## src/rtl/msrv32_wb_stage_if.sv

```systemverilog
// Write-back stage port bundle: stage-1 results and data-memory response in,
// register-file write port and pipeline stall out.
interface msrv32_wb_stage_if #(
    parameter int WIDTH      = 32,
    parameter int ADDR_WIDTH = 5
);
    logic [ADDR_WIDTH-1:0] rd_addr_in;
    logic                  rf_wr_en_in;
    logic [2:0]            wb_mux_sel_in;
    logic [1:0]            load_size_in;
    logic                  load_unsigned_in;
    logic [WIDTH-1:0]      alu_result_in;
    logic [WIDTH-1:0]      imm_in;
    logic [WIDTH-1:0]      pc_plus_4_in;
    logic [WIDTH-1:0]      csr_data_in;
    logic                  flush_in;
    logic [WIDTH-1:0]      dmdata_in;
    logic                  hready_in;
    logic [ADDR_WIDTH-1:0] rd_addr_out;
    logic [WIDTH-1:0]      rd_out;
    logic                  wr_en_out;
    logic                  stall_out;

    modport master (
        output rd_addr_in, rf_wr_en_in, wb_mux_sel_in, load_size_in, load_unsigned_in,
               alu_result_in, imm_in, pc_plus_4_in, csr_data_in, flush_in,
               dmdata_in, hready_in,
        input  rd_addr_out, rd_out, wr_en_out, stall_out
    );

    modport slave (
        input  rd_addr_in, rf_wr_en_in, wb_mux_sel_in, load_size_in, load_unsigned_in,
               alu_result_in, imm_in, pc_plus_4_in, csr_data_in, flush_in,
               dmdata_in, hready_in,
        output rd_addr_out, rd_out, wr_en_out, stall_out
    );
endinterface

```

## src/rtl/msrv32_wb_stage.sv

```systemverilog
// Write-back stage: stage-2 pipeline register, load alignment/extension, write-back
// source select and a load-wait FSM that stalls the pipe until data memory responds.
//
// state    | meaning
// ---------+-------------------------------------------------------------
// RUN      | normal flow; stage-2 register captures every cycle unless stalled
// WAIT_MEM | held load is waiting for hready_in; register frozen
module msrv32_wb_stage #(
    parameter int WIDTH      = 32,
    parameter int ADDR_WIDTH = 5
) (
    input logic              msrv32_mp_clk_in,
    input logic              msrv32_mp_rst_in,
    msrv32_wb_stage_if.slave wb
);
    localparam logic [2:0] SEL_ALU  = 3'd0;
    localparam logic [2:0] SEL_LOAD = 3'd1;
    localparam logic [2:0] SEL_IMM  = 3'd2;
    localparam logic [2:0] SEL_PC4  = 3'd3;
    localparam logic [2:0] SEL_CSR  = 3'd4;

    typedef enum logic {
        ST_RUN,
        ST_WAIT_MEM
    } state_t;

    state_t                state_q, state_d;
    logic [ADDR_WIDTH-1:0] rd_addr_q, rd_addr_d;
    logic                  wr_en_q, wr_en_d;
    logic [2:0]            mux_sel_q, mux_sel_d;
    logic [1:0]            load_size_q, load_size_d;
    logic                  load_unsigned_q, load_unsigned_d;
    logic [WIDTH-1:0]      alu_result_q, alu_result_d;
    logic [WIDTH-1:0]      imm_q, imm_d;
    logic [WIDTH-1:0]      pc_plus_4_q, pc_plus_4_d;
    logic [WIDTH-1:0]      csr_data_q, csr_data_d;

    logic                  held_load;
    logic                  stall;
    logic [1:0]            byte_off;
    logic [7:0]            load_byte;
    logic [15:0]           load_half;
    logic [WIDTH-1:0]      load_data;
    logic [WIDTH-1:0]      rd_data;

    assign held_load = wr_en_q && (mux_sel_q == SEL_LOAD);
    assign stall     = held_load && !wb.hready_in;

    // Stage-2 capture; a flush turns the captured slot into an all-zero bubble.
    always_comb begin
        rd_addr_d       = rd_addr_q;
        wr_en_d         = wr_en_q;
        mux_sel_d       = mux_sel_q;
        load_size_d     = load_size_q;
        load_unsigned_d = load_unsigned_q;
        alu_result_d    = alu_result_q;
        imm_d           = imm_q;
        pc_plus_4_d     = pc_plus_4_q;
        csr_data_d      = csr_data_q;
        if (!stall) begin
            if (wb.flush_in) begin
                rd_addr_d       = '0;
                wr_en_d         = 1'b0;
                mux_sel_d       = SEL_ALU;
                load_size_d     = '0;
                load_unsigned_d = 1'b0;
                alu_result_d    = '0;
                imm_d           = '0;
                pc_plus_4_d     = '0;
                csr_data_d      = '0;
            end else begin
                rd_addr_d       = wb.rd_addr_in;
                wr_en_d         = wb.rf_wr_en_in;
                mux_sel_d       = wb.wb_mux_sel_in;
                load_size_d     = wb.load_size_in;
                load_unsigned_d = wb.load_unsigned_in;
                alu_result_d    = wb.alu_result_in;
                imm_d           = wb.imm_in;
                pc_plus_4_d     = wb.pc_plus_4_in;
                csr_data_d      = wb.csr_data_in;
            end
        end
    end

    always_comb begin
        state_d = state_q;
        case (state_q)
            ST_RUN:      if (held_load && !wb.hready_in) state_d = ST_WAIT_MEM;
            ST_WAIT_MEM: if (wb.hready_in)               state_d = ST_RUN;
            default:                                     state_d = ST_RUN;
        endcase
    end

    always_ff @(posedge msrv32_mp_clk_in or negedge msrv32_mp_rst_in) begin
        if (!msrv32_mp_rst_in) begin
            state_q         <= ST_RUN;
            rd_addr_q       <= '0;
            wr_en_q         <= 1'b0;
            mux_sel_q       <= SEL_ALU;
            load_size_q     <= '0;
            load_unsigned_q <= 1'b0;
            alu_result_q    <= '0;
            imm_q           <= '0;
            pc_plus_4_q     <= '0;
            csr_data_q      <= '0;
        end else begin
            state_q         <= state_d;
            rd_addr_q       <= rd_addr_d;
            wr_en_q         <= wr_en_d;
            mux_sel_q       <= mux_sel_d;
            load_size_q     <= load_size_d;
            load_unsigned_q <= load_unsigned_d;
            alu_result_q    <= alu_result_d;
            imm_q           <= imm_d;
            pc_plus_4_q     <= pc_plus_4_d;
            csr_data_q      <= csr_data_d;
        end
    end

    // Halfword offset bit 0 is ignored: misaligned halves never reach this stage.
    always_comb begin
        byte_off  = alu_result_q[1:0];
        load_byte = wb.dmdata_in[{byte_off, 3'b000} +: 8];
        load_half = wb.dmdata_in[{byte_off[1], 4'b0000} +: 16];
        load_data = wb.dmdata_in;
        if (load_size_q[1] == 1'b0) begin
            if (load_size_q[0] == 1'b0) begin
                load_data = load_unsigned_q ? {{(WIDTH-8){1'b0}}, load_byte}
                                            : {{(WIDTH-8){load_byte[7]}}, load_byte};
            end else begin
                load_data = load_unsigned_q ? {{(WIDTH-16){1'b0}}, load_half}
                                            : {{(WIDTH-16){load_half[15]}}, load_half};
            end
        end
    end

    always_comb begin
        rd_data = alu_result_q;
        case (mux_sel_q)
            SEL_LOAD: rd_data = load_data;
            SEL_IMM:  rd_data = imm_q;
            SEL_PC4:  rd_data = pc_plus_4_q;
            SEL_CSR:  rd_data = csr_data_q;
            default:  rd_data = alu_result_q;
        endcase
    end

    assign wb.rd_addr_out = rd_addr_q;
    assign wb.rd_out      = rd_data;
    assign wb.stall_out   = stall;
    assign wb.wr_en_out   = wr_en_q && (rd_addr_q != '0) && !stall;

endmodule

```

## src/flat_wrapper.sv

```systemverilog
// flat-port wrapper written by rule: the top's interface ports become plain ports
module msrv32_wb_stage_flat 
#(
    parameter int WIDTH      = 32,
    parameter int ADDR_WIDTH = 5
)
  (msrv32_mp_clk_in, msrv32_mp_rst_in, wb_rd_addr_in, wb_rf_wr_en_in, wb_wb_mux_sel_in, wb_load_size_in, wb_load_unsigned_in, wb_alu_result_in, wb_imm_in, wb_pc_plus_4_in, wb_csr_data_in, wb_flush_in, wb_dmdata_in, wb_hready_in, wb_rd_addr_out, wb_rd_out, wb_wr_en_out, wb_stall_out);
  msrv32_wb_stage_if #(.WIDTH(WIDTH), .ADDR_WIDTH(ADDR_WIDTH)) wb_i ();
  input logic msrv32_mp_clk_in;
  input logic msrv32_mp_rst_in;
  input wire logic [$bits(wb_i.rd_addr_in)-1:0] wb_rd_addr_in;
  input wire logic [$bits(wb_i.rf_wr_en_in)-1:0] wb_rf_wr_en_in;
  input wire logic [$bits(wb_i.wb_mux_sel_in)-1:0] wb_wb_mux_sel_in;
  input wire logic [$bits(wb_i.load_size_in)-1:0] wb_load_size_in;
  input wire logic [$bits(wb_i.load_unsigned_in)-1:0] wb_load_unsigned_in;
  input wire logic [$bits(wb_i.alu_result_in)-1:0] wb_alu_result_in;
  input wire logic [$bits(wb_i.imm_in)-1:0] wb_imm_in;
  input wire logic [$bits(wb_i.pc_plus_4_in)-1:0] wb_pc_plus_4_in;
  input wire logic [$bits(wb_i.csr_data_in)-1:0] wb_csr_data_in;
  input wire logic [$bits(wb_i.flush_in)-1:0] wb_flush_in;
  input wire logic [$bits(wb_i.dmdata_in)-1:0] wb_dmdata_in;
  input wire logic [$bits(wb_i.hready_in)-1:0] wb_hready_in;
  output wire logic [$bits(wb_i.rd_addr_out)-1:0] wb_rd_addr_out;
  output wire logic [$bits(wb_i.rd_out)-1:0] wb_rd_out;
  output wire logic [$bits(wb_i.wr_en_out)-1:0] wb_wr_en_out;
  output wire logic [$bits(wb_i.stall_out)-1:0] wb_stall_out;
  assign wb_i.rd_addr_in = wb_rd_addr_in;
  assign wb_i.rf_wr_en_in = wb_rf_wr_en_in;
  assign wb_i.wb_mux_sel_in = wb_wb_mux_sel_in;
  assign wb_i.load_size_in = wb_load_size_in;
  assign wb_i.load_unsigned_in = wb_load_unsigned_in;
  assign wb_i.alu_result_in = wb_alu_result_in;
  assign wb_i.imm_in = wb_imm_in;
  assign wb_i.pc_plus_4_in = wb_pc_plus_4_in;
  assign wb_i.csr_data_in = wb_csr_data_in;
  assign wb_i.flush_in = wb_flush_in;
  assign wb_i.dmdata_in = wb_dmdata_in;
  assign wb_i.hready_in = wb_hready_in;
  assign wb_rd_addr_out = wb_i.rd_addr_out;
  assign wb_rd_out = wb_i.rd_out;
  assign wb_wr_en_out = wb_i.wr_en_out;
  assign wb_stall_out = wb_i.stall_out;
  msrv32_wb_stage #(.WIDTH(WIDTH), .ADDR_WIDTH(ADDR_WIDTH)) u_core (.msrv32_mp_clk_in(msrv32_mp_clk_in), .msrv32_mp_rst_in(msrv32_mp_rst_in), .wb(wb_i));
endmodule
```

## config.mk

```make
export PLATFORM = sky130hd
export DESIGN_NAME = msrv32_wb_stage_flat
export DESIGN_NICKNAME = d
export VERILOG_FILES = /design/src/rtl/msrv32_wb_stage_if.sv /design/src/rtl/msrv32_wb_stage.sv /design/src/flat_wrapper.sv
export SDC_FILE = /design/constraint.sdc
export NUM_CORES = 1
export LEC_CHECK = 0
export CAP_MARGIN = 10
export CORE_ASPECT_RATIO = 1.5
export CORE_MARGIN = 2
export CORE_UTILIZATION = 48
export DETAILED_ROUTE_END_ITERATION = 12
export PLACE_DENSITY = 0.81
export SYNTH_ARGS = -nofsm -noshare
export SYNTH_HDL_FRONTEND = slang
export SYNTH_SLANG_ARGS = --single-unit
```

## constraint.sdc

```tcl
create_clock -name msrv32_mp_clk_in -period 2.6 [get_ports msrv32_mp_clk_in]
set_input_delay 0.52 -clock msrv32_mp_clk_in [delete_from_list [all_inputs] [get_ports msrv32_mp_clk_in]]
set_output_delay 0.52 -clock msrv32_mp_clk_in [all_outputs]
set_load 0.01 [all_outputs]
```

Figure 1. Power grid (run 1).
The bar under the picture is 20 um long. Pins as bars on the die edge.
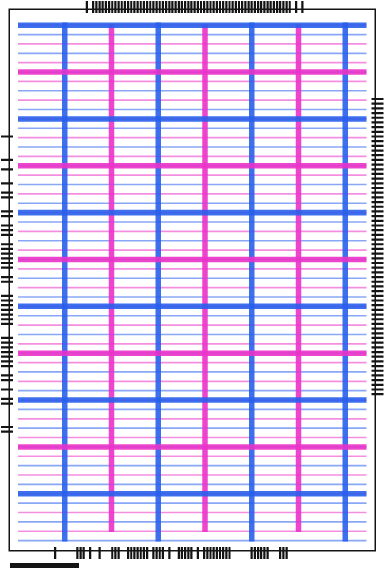
[VSS] blue
[VDD] magenta
signal pins: 215
met5 straps: 11
met4 straps: 7
met1 rails: 56
rows: 55
core box area: 15,140 um2
peak supply drop: 0.0003391 V
DIE WIDTH: 105.8 um
die span in y: 156.7 um

Figure 2. Placement by cell class (run 1).
The bar under the picture is 20 um long.
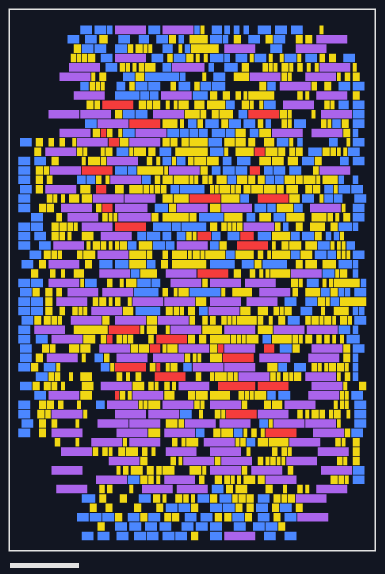
[combinational and other logic] yellow | cells: 636 | share of their area: 37%
[clock drivers and dummy loads] red | cells: 32 | share of their area: 5.1%
[sequential cells] purple | cells: 140 | share of their area: 32%
[remaining buffers and delay cells] blue | cells: 309 | share of their area: 26%
final core occ: 74.31%
fraction of area in registers: 31.18%

Figure 3. Clock wires, drivers and flops (run 1).
The bar under the picture is 20 um long.
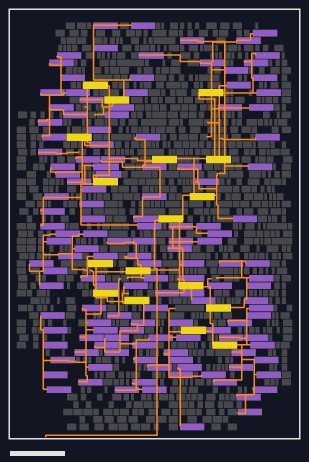
[clock wires] orange | length: 1,840 um
[clock drivers] yellow | count: 17
[flip-flops] purple | count: 140
flops lie: widely spread
routed clock nets: 18
Clk Latency, worst-skew pair: 0.42 ns
Clock Skews: 0.009075 ns
Clock power frac: 38.4%
Clk power: 2.36 mW

Figure 4. Metal layers overlaid (run 1).
Only two layers are drawn.
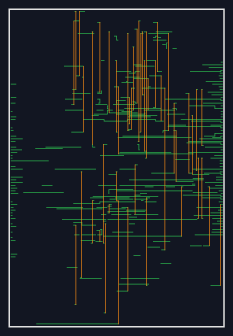
[metal 3] green | wire length: 1,930 um
[metal 4] orange | wire length: 1,710 um
DRT Wirelength: 27.30 mm
DR WL/cell: 20.70 um
via count: 7,538

==> flow_metrics.tcl, run 1 <==
# place-and-route summary
set metrics [dict create \
    status "finished, violations left" \
    violations "negative setup slack" \
    drive_gt1_share_pct 19.61 \
    finalMaxSlewViolations 0 \
    yosys-stat-area_um2 7465 \
    setup_viol 26 \
    use_met3_pct 5.873 \
    post_cts_buffers 19 \
    rsz0062_at_grt "yes" \
    drtPass1Iterations 5 \
    synth-simple-area-share_pct 23.67 \
    num-nonclk-buffers 309 \
    cp-endpoint "wb_rd_out[16]" \
    antenna_found_initial 3 \
    ys_sh_mux_pct 2.464 \
    tool_warnings 32 \
    cts_tree "done" \
    hold_viol_final 0 \
    final-seq-area_um2 3507 \
    crit_chain "or3b_4 -> or4_4 -> buf_6 -> buf_6 -> a31oi_4 -> buf_6" \
    viasPerCell 5.715 \
    routed-wl-met2_mm 13.63 \
    use_met1_pct 37.81 \
    grt_max_degree 257 \
    hold_buffers 0 \
    grt_overflow 0 \
    cap_viol_max_count 0 \
    aoi_share_pct 21.82 \
    synth-seq-cells 140 \
    setup_slack_ns -0.2612 \
    clk_share_pct 4.994 \
    seq_cell_count 140 \
    met1_length_mm 10.04 \
    xor_area_share_pct 0.1173 \
    clk_pin_slew_ns 0.06 \
    adder_share_pct 0 \
    grt_pass1_wl_mm 40.50 \
    cts.repair.resized 197 \
    whs_ns 0.009037 \
    max_stage_delay_ns 0.51 \
]
==> run 1: worst register-to-register path, stage by stage, from the launching register on <==
cell and delay [ns]:
dfrtp_2 0.44, nand2b_4 0.18, buf_6 0.13, nor2_4 0.15, buf_4 0.15, nand3b_1 0.14
clkinv_4 0.11, buf_16 0.52, o21ai_0 0.41
==> run 1: cells in the mapped netlist, drive strengths merged <==
library cell  number  share of area (%)
nor2b              8               0.67
or3b               1               0.12
nor2              37                2.0
mux2i             15                2.0
a2bb2oi            7               0.82
o31ai              7               0.70
o22ai              7               0.59
nand3              1              0.067
a221oi             2               0.23
o32a              24                3.2
a221o              1               0.13
o22a               1               0.12
or4                2               0.25
nand2b           140                 12
dfrtp            140                 47
nor3               3               0.20
o21ai            140                9.4
a21oi              9               0.60
o31a               1               0.12
a31oi             16                1.3
and2               8               0.67
mux2               3               0.45
o32ai              8               0.94
nand3b             1               0.10
buf               27                2.1
o311ai            23                2.7
a211oi             1               0.10
clkbuf            52                2.6
o221ai             7               0.82
nor3b              2               0.20
inv                6               0.30
nand2            153                7.7
xnor2              1               0.12
==> run 1: stage by stage <==
stage | utilization, % | TNS, ns | total power [mW] | std cells | worst slack, ns
after floorplan | - | 0 | 2.892 | 854 | 0.1382
after global placement | 67.02 | -12.73 | 3.680 | 1259 | -0.4966
after CTS | 72.82 | -3.335 | 6.068 | 1311 | -0.2490
after global routing | 74.31 | -4.990 | 6.350 | 1319 | -0.2889
after detailed placement | 67.02 | -13.25 | 3.699 | 1259 | -0.5125
final | 74.31 | -4.116 | 6.145 | 1319 | -0.2612
==> run 1: power by group <==
part,total (mW),switching (mW),internal [mW]
sequential,2.39,0.0901,2.30
combinational,1.39,0.661,0.728
clock,2.36,1.02,1.34
Figure 5. Placed standard cells (run 1).
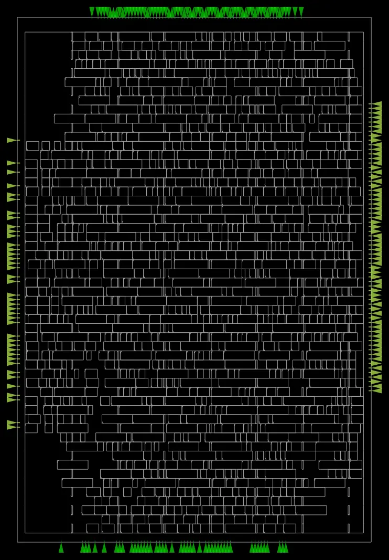

==> inputs of run 2 (changes only) <==
--- a/config.mk
+++ b/config.mk
@@ -6,11 +6,11 @@
 export NUM_CORES = 1
 export LEC_CHECK = 0
 export CAP_MARGIN = 10
-export CORE_ASPECT_RATIO = 1.5
 export CORE_MARGIN = 2
 export CORE_UTILIZATION = 48
 export DETAILED_ROUTE_END_ITERATION = 12
 export PLACE_DENSITY = 0.81
+export SKIP_CTS_REPAIR_TIMING = 1
 export SYNTH_ARGS = -nofsm -noshare
 export SYNTH_HDL_FRONTEND = slang
 export SYNTH_SLANG_ARGS = --single-unit
Figure 6. Placed standard cells (run 2).
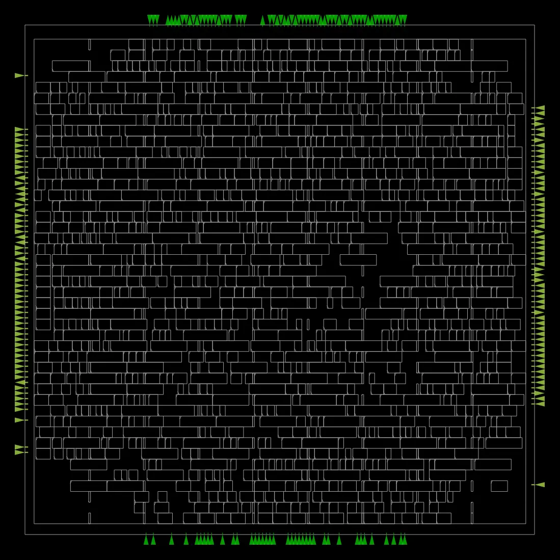
final core occ: 74.01%
num sequential: 140
fraction of area in registers: 31.15%

Figure 7. Clock wires, drivers and flops (run 2).
The bar under the picture is 50 um long.
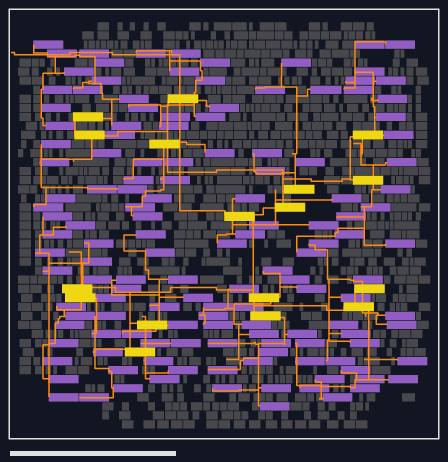
[clock drivers] yellow | count: 17
[clock wires] orange | length: 1,780 um
[flip-flops] purple | count: 140
routed clock nets: 18
Clock power frac: 41.2%
Clk power: 2.62 mW
Clock Skews: 0.005331 ns

Figure 8. Metal layers overlaid (run 2).
Only two layers are drawn.
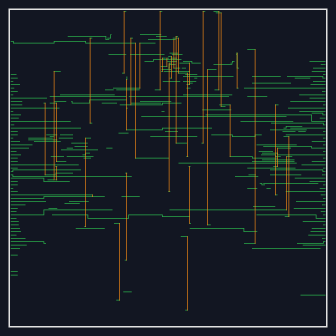
[metal 3] green | wire length: 2,330 um
[metal 4] orange | wire length: 1,050 um
DR WL/cell: 20.27 um
via count: 7,510
total track usage: 30.39%
DRT Wirelength: 26.34 mm

==> flow_metrics.tcl, run 2 <==
# place-and-route summary
set metrics [dict create \
    status "finished, violations left" \
    violations "negative setup slack" \
    xor_area_share_pct 0.1173 \
    synth-simple-area-share_pct 23.67 \
    cap_viol_max_count 0 \
    finalMaxSlewViolations 0 \
    coreArea_um2 15200 \
    largest_area_cell "dfrtp_1" \
    p_seq_mw 2.39 \
    fin_total_pwr_mw 6.373 \
    synth-seq-cells 140 \
    cts_tree "done" \
    area_leaders "dfrtp_1 (47%), nand2b_1 (12%), o21ai_0 (9.4%)" \
    use_met3_pct 8.399 \
    whs_ns 0.08042 \
    grt_pass1_wl_mm 38.58 \
    yosysTopAreaCellShare_pct 46.93 \
    use_met1_pct 39.79 \
    viasPerCell 5.781 \
    setup_viol 26 \
    yosys-stat-area_um2 7465 \
    drive_gt1_share_pct 18.36 \
    p_int_mw 4.707 \
    final-seq-area_um2 3505 \
    tool_warnings 29 \
    place_ws_ns -0.5068 \
    dieWidth_um 128.7 \
    die_h_um 128.7 \
    clk_latency_ns 0.42 \
    combPwrFrac_pct 21.4 \
    p_switching_mw 1.666 \
    setup_slack_ns -0.3002 \
    grt_overflow 0 \
    vdd_ir_drop_max_v 0.0005754 \
    adder_share_pct 0 \
    maxPowerGroup "clock" \
    rsz0062_at_grt "yes" \
    clk_pin_slew_ns 0.06 \
]
## run 2: cell counts after synthesis
Identical to the previous run, type by type.
## run 2: area by class of cell
class / count / area share [%]
repair buffers: 303 / 26.15
inverters: 6 / 0.2447
clock inverters: 11 / 1.468
flip-flops and latches: 140 / 31.15
well taps: 188 / 2.091
clock buffers: 21 / 4.181
multi-input cells: 630 / 34.72
## run 2: stage by stage
| stage | std cells | area (um2) | utilization [%] | setup TNS (ns) |
|---|---|---|---|---|
| detailed placement | 1245 | 10140 | 66.69 | -12.11 |
| floorplan | 854 | 7465 | - | 0 |
| finish | 1299 | 11250 | 74.01 | -2.603 |
| global route | 1299 | 11250 | 74.01 | -4.417 |
| CTS | 1277 | 10770 | 70.87 | -18.98 |
| global placement | 1245 | 10140 | 66.69 | -11.03 |
## run 2: routing by layer
metal	part of all wire [%]	vias up
li1	-	3461
met1	40	3592
met2	47	376
met3	8.8	79
met4	4.0	2
met5	0.042	-
## run 2: path summary, 6_finish.rpt
path / slack, ns / cells past startpoint / to
setup / recovery: -0.30 / 7 / wb_rd_out[30]
hold / removal: 0.08 / 1 / u_core.imm_q[9]
setup reg to reg: 0.19 / 11 / u_core.alu_result_q[0]
hold reg to reg: 0.48 / 2 / u_core.csr_data_q[27]
max in group asynchronous: 1.81 / 2 / u_core.alu_result_q[1]
min in group msrv32_mp_clk_in: 0.48 / 2 / u_core.csr_data_q[27]
## run 2: critical path: stages (launching register included)
cell and delay (ns):
dfrtp_1 0.38, buf_6 0.13, nand2b_1 0.09, buf_6 0.16
buf_4 0.18, o311ai_0 0.67, a31oi_1 0.17, buf_2 0.17
Figure 9. Placement by cell class (run 2).
The bar under the picture is 50 um long.
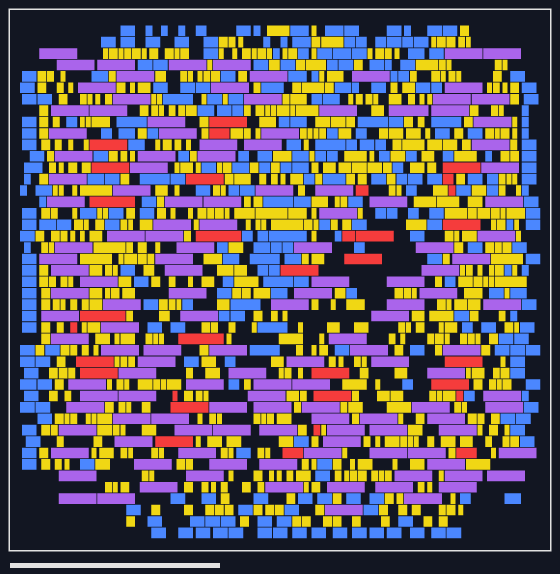

==> inputs of run 3 (changes only) <==
--- a/config.mk
+++ b/config.mk
@@ -8,6 +8,7 @@
 export CAP_MARGIN = 10
 export CORE_MARGIN = 2
 export CORE_UTILIZATION = 48
+export CTS_BUF_LIST = sky130_fd_sc_hd__clkbuf_4 sky130_fd_sc_hd__clkbuf_8 sky130_fd_sc_hd__clkbuf_16
 export DETAILED_ROUTE_END_ITERATION = 12
 export PLACE_DENSITY = 0.81
 export SKIP_CTS_REPAIR_TIMING = 1
Figure 10. Placement by cell class (run 3).
The bar under the picture is 50 um long.
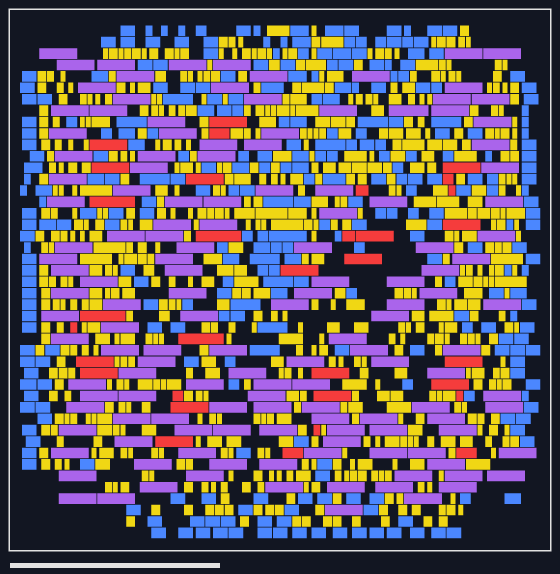
[sequential cells] purple | cells: 140 | share of their area: 32%
[remaining buffers and delay cells] blue | cells: 303 | share of their area: 27%
[clock drivers and dummy loads] red | cells: 32 | share of their area: 5.8%
[combinational and other logic] yellow | cells: 636 | share of their area: 36%
final core occ: 74.03%
core box area: 15,200 um2
fraction of area in registers: 31.14%
post-route cell area: 11,250 um2
cell row count: 45

Figure 11. Clock wires, drivers and flops (run 3).
The bar under the picture is 50 um long.
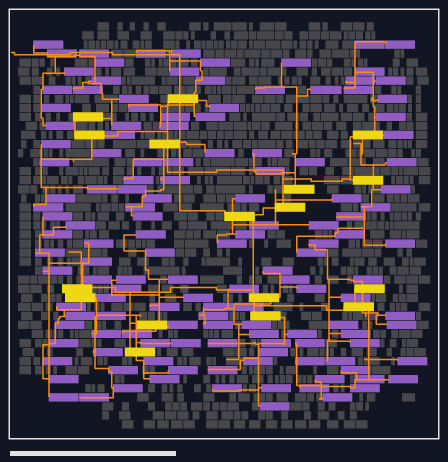
[flip-flops] purple | count: 140
[clock wires] orange | length: 1,790 um
[clock drivers] yellow | count: 17
routed clock nets: 18
flops lie: widely spread
Clock power frac: 41.3%
Clock Skews: 0.005067 ns
Clk power: 2.63 mW

==> flow_metrics.tcl, run 3 <==
# place-and-route summary
set metrics [dict create \
    worst_r2r_path_depth 11 \
    yosysUniqueCellTypes 39 \
    dr.max_layer_used "met5" \
    common_cells "nand2_1 (153), dfrtp_1 (140), nand2b_1 (140), o21ai_0 (140), clkbuf_1 (52)" \
    r2r_start "u_core.mux_sel_q[2]" \
    largest_area_cell "dfrtp_1" \
    synthCells 854 \
    final_layout_top_logic_cells "clkdlybuf4s50_1 (174), nand2_1 (152), o21ai_0 (140)" \
    period_minus_slack_ns 2.900 \
    finalMaxSlewViolations 0 \
    pin_count 215 \
    cap_viol_max_count 0 \
    use_met3_pct 8.399 \
    routabilityCongestion 0.8983 \
    grt_max_degree 115 \
    synth-async-reset-ratio_pct 100.0 \
    ant_nets 0 \
    cts_buffer_depth 2 \
    dr_wl_met3_mm 2.307 \
    grt_overflow 0 \
    grt.busiest_layer "met2" \
    setup_viol 26 \
    yosys_cells 854 \
    crit_fanout 10 \
    antenna_cells 0 \
    fmax_mhz 344.8 \
    setup_slack_ns -0.3002 \
    use_met1_pct 39.79 \
    setup.worst_path.start_class "register" \
    synthesis.nets 1030 \
    p_leak_nw 4.700 \
    ff_type "dfrtp_1" \
    dpl.hpwl_mm 17.77 \
    cts_made_buffers 17 \
    yosysTopAreaCellShare_pct 46.93 \
    fin_cells 1299 \
    antenna_found_initial 2 \
    drtIter0Drc 585 \
    netlist_area_um2 7465 \
    rrSetupSlack_ns 0.19 \
    cp_data_arrival_time_ns 2.38 \
    grt_usage_pct 30.39 \
    syn_area_per_cell_um2 8.741 \
    placedInstanceArea_um2 10140 \
    clk_latency_ns 0.42 \
    viasPerCell 5.783 \
    rsz0062_at_grt "yes" \
    synth-seq-cells 140 \
    vdd_ir_drop_max_v 0.0005756 \
    yosysWarnings 0 \
    dieArea_um2 16570 \
    crit_required_ns 2.08 \
    postSynthSeqShare_pct 46.93 \
    met1_length_mm 10.67 \
    routed-wl-met2_mm 12.29 \
    synth_top_cell_by_count "nand2_1" \
    hold_viol_final 0 \
    drive_gt1_share_pct 18.45 \
    dpl.cell_count 1245 \
    tool_warnings 29 \
    final_common_cell "clkdlybuf4s50_1" \
    path_class "reg -> out" \
    slew_headroom_pct 46.12 \
    yosys-stat-area_um2 7465 \
    r2r-end "u_core.alu_result_q[0]" \
    edf_count 0 \
    hp-class "in -> async" \
    cts_tree "done" \
    die_h_um 128.7 \
    drtPass1Iterations 5 \
    violations "negative setup slack" \
    grt_pass1_wl_mm 38.58 \
    clk_pin_slew_ns 0.06 \
    cts_num_sinks 140 \
    io_buffers 214 \
    dieWidth_um 128.7 \
    drc_errors 0 \
    htree_levels 4 \
    nets 1274 \
    cp-end-kind "primary output" \
    power_density_nw_per_um2 567.3 \
    tightest_slew_ns 0.7957 \
    grt_pass1_vias 7098 \
    status "finished, violations left" \
    area_leaders "dfrtp_1 (47%), nand2b_1 (12%), o21ai_0 (9.4%)" \
    period_used_pct 111.5 \
    syn_to_final_growth_pct 50.77 \
    initial_core_util_pct 49.10 \
]
Figure 12. Metal layers overlaid (run 3).
Only two layers are drawn.
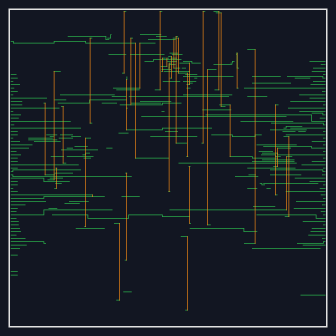
[metal 4] orange | wire length: 1,050 um
[metal 3] green | wire length: 2,310 um
via count: 7,512
DR WL/cell: 20.27 um
DRT Wirelength: 26.33 mm

-- run 3: logic make-up after synthesis --
logic type	synth area share (%)
compound gates	21.82
xor+xnor	0.1174
buf+inv	4.995
flops	46.93
mux	2.464
simple gates	23.67
-- run 3: power breakdown --
group | leakage (nW) | switching [mW] | internal [mW]
registers | 1.80 | 0.0836 | 2.30
clock network | 0.316 | 0.945 | 1.69
logic | 2.58 | 0.638 | 0.725
total | 4.70 | 1.67 | 4.72
-- run 3: how the worst max path moves through the flow --
stage / end / from / cells after the start
finish: wb_rd_out[30] / u_core.mux_sel_q[2] / 7
global route: wb_rd_out[30] / u_core.mux_sel_q[2] / 7
CTS: wb_rd_out[20] / u_core.mux_sel_q[2] / 7
detailed placement: wb_rd_out[19] / wb_dmdata_in[23] / 6
global placement: wb_rd_out[30] / wb_dmdata_in[23] / 6
floorplan: wb_rd_out[20] / u_core.mux_sel_q[2] / 7
-- run 3: final cells by class --
cell class,count,area (um2)
Tap cell,188,235.2
Multi-Input combinational cell,630,3906
Inverter,6,27.53
Clock buffer,21,474.2
Timing Repair Buffer,303,2942
Clock inverter,11,165.2
Sequential cell,140,3505
Fill cell,1070,3948
-- run 3: worst max-delay path, stage by stage (launching register included) --
cell and delay (ns):
dfrtp_1 0.38, buf_6 0.13, nand2b_1 0.09, buf_6 0.16
buf_4 0.18, o311ai_0 0.67, a31oi_1 0.17, buf_2 0.17
-- run 3: per-stage QoR --
step,TNS [ns],hold slack (ns),worst slack (ns),power [mW]
finish,-2.575,0.08056,-0.3002,6.384
floorplan,0,0.2244,0.1382,2.892
detailed placement,-12.11,0.4675,-0.5068,3.670
global placement,-11.03,0.4574,-0.4632,3.650
CTS,-18.98,0.09985,-0.6659,6.284
global route,-4.417,0.1190,-0.3329,6.586
Power figures rest on the tool's default switching activity, not on a simulated workload.
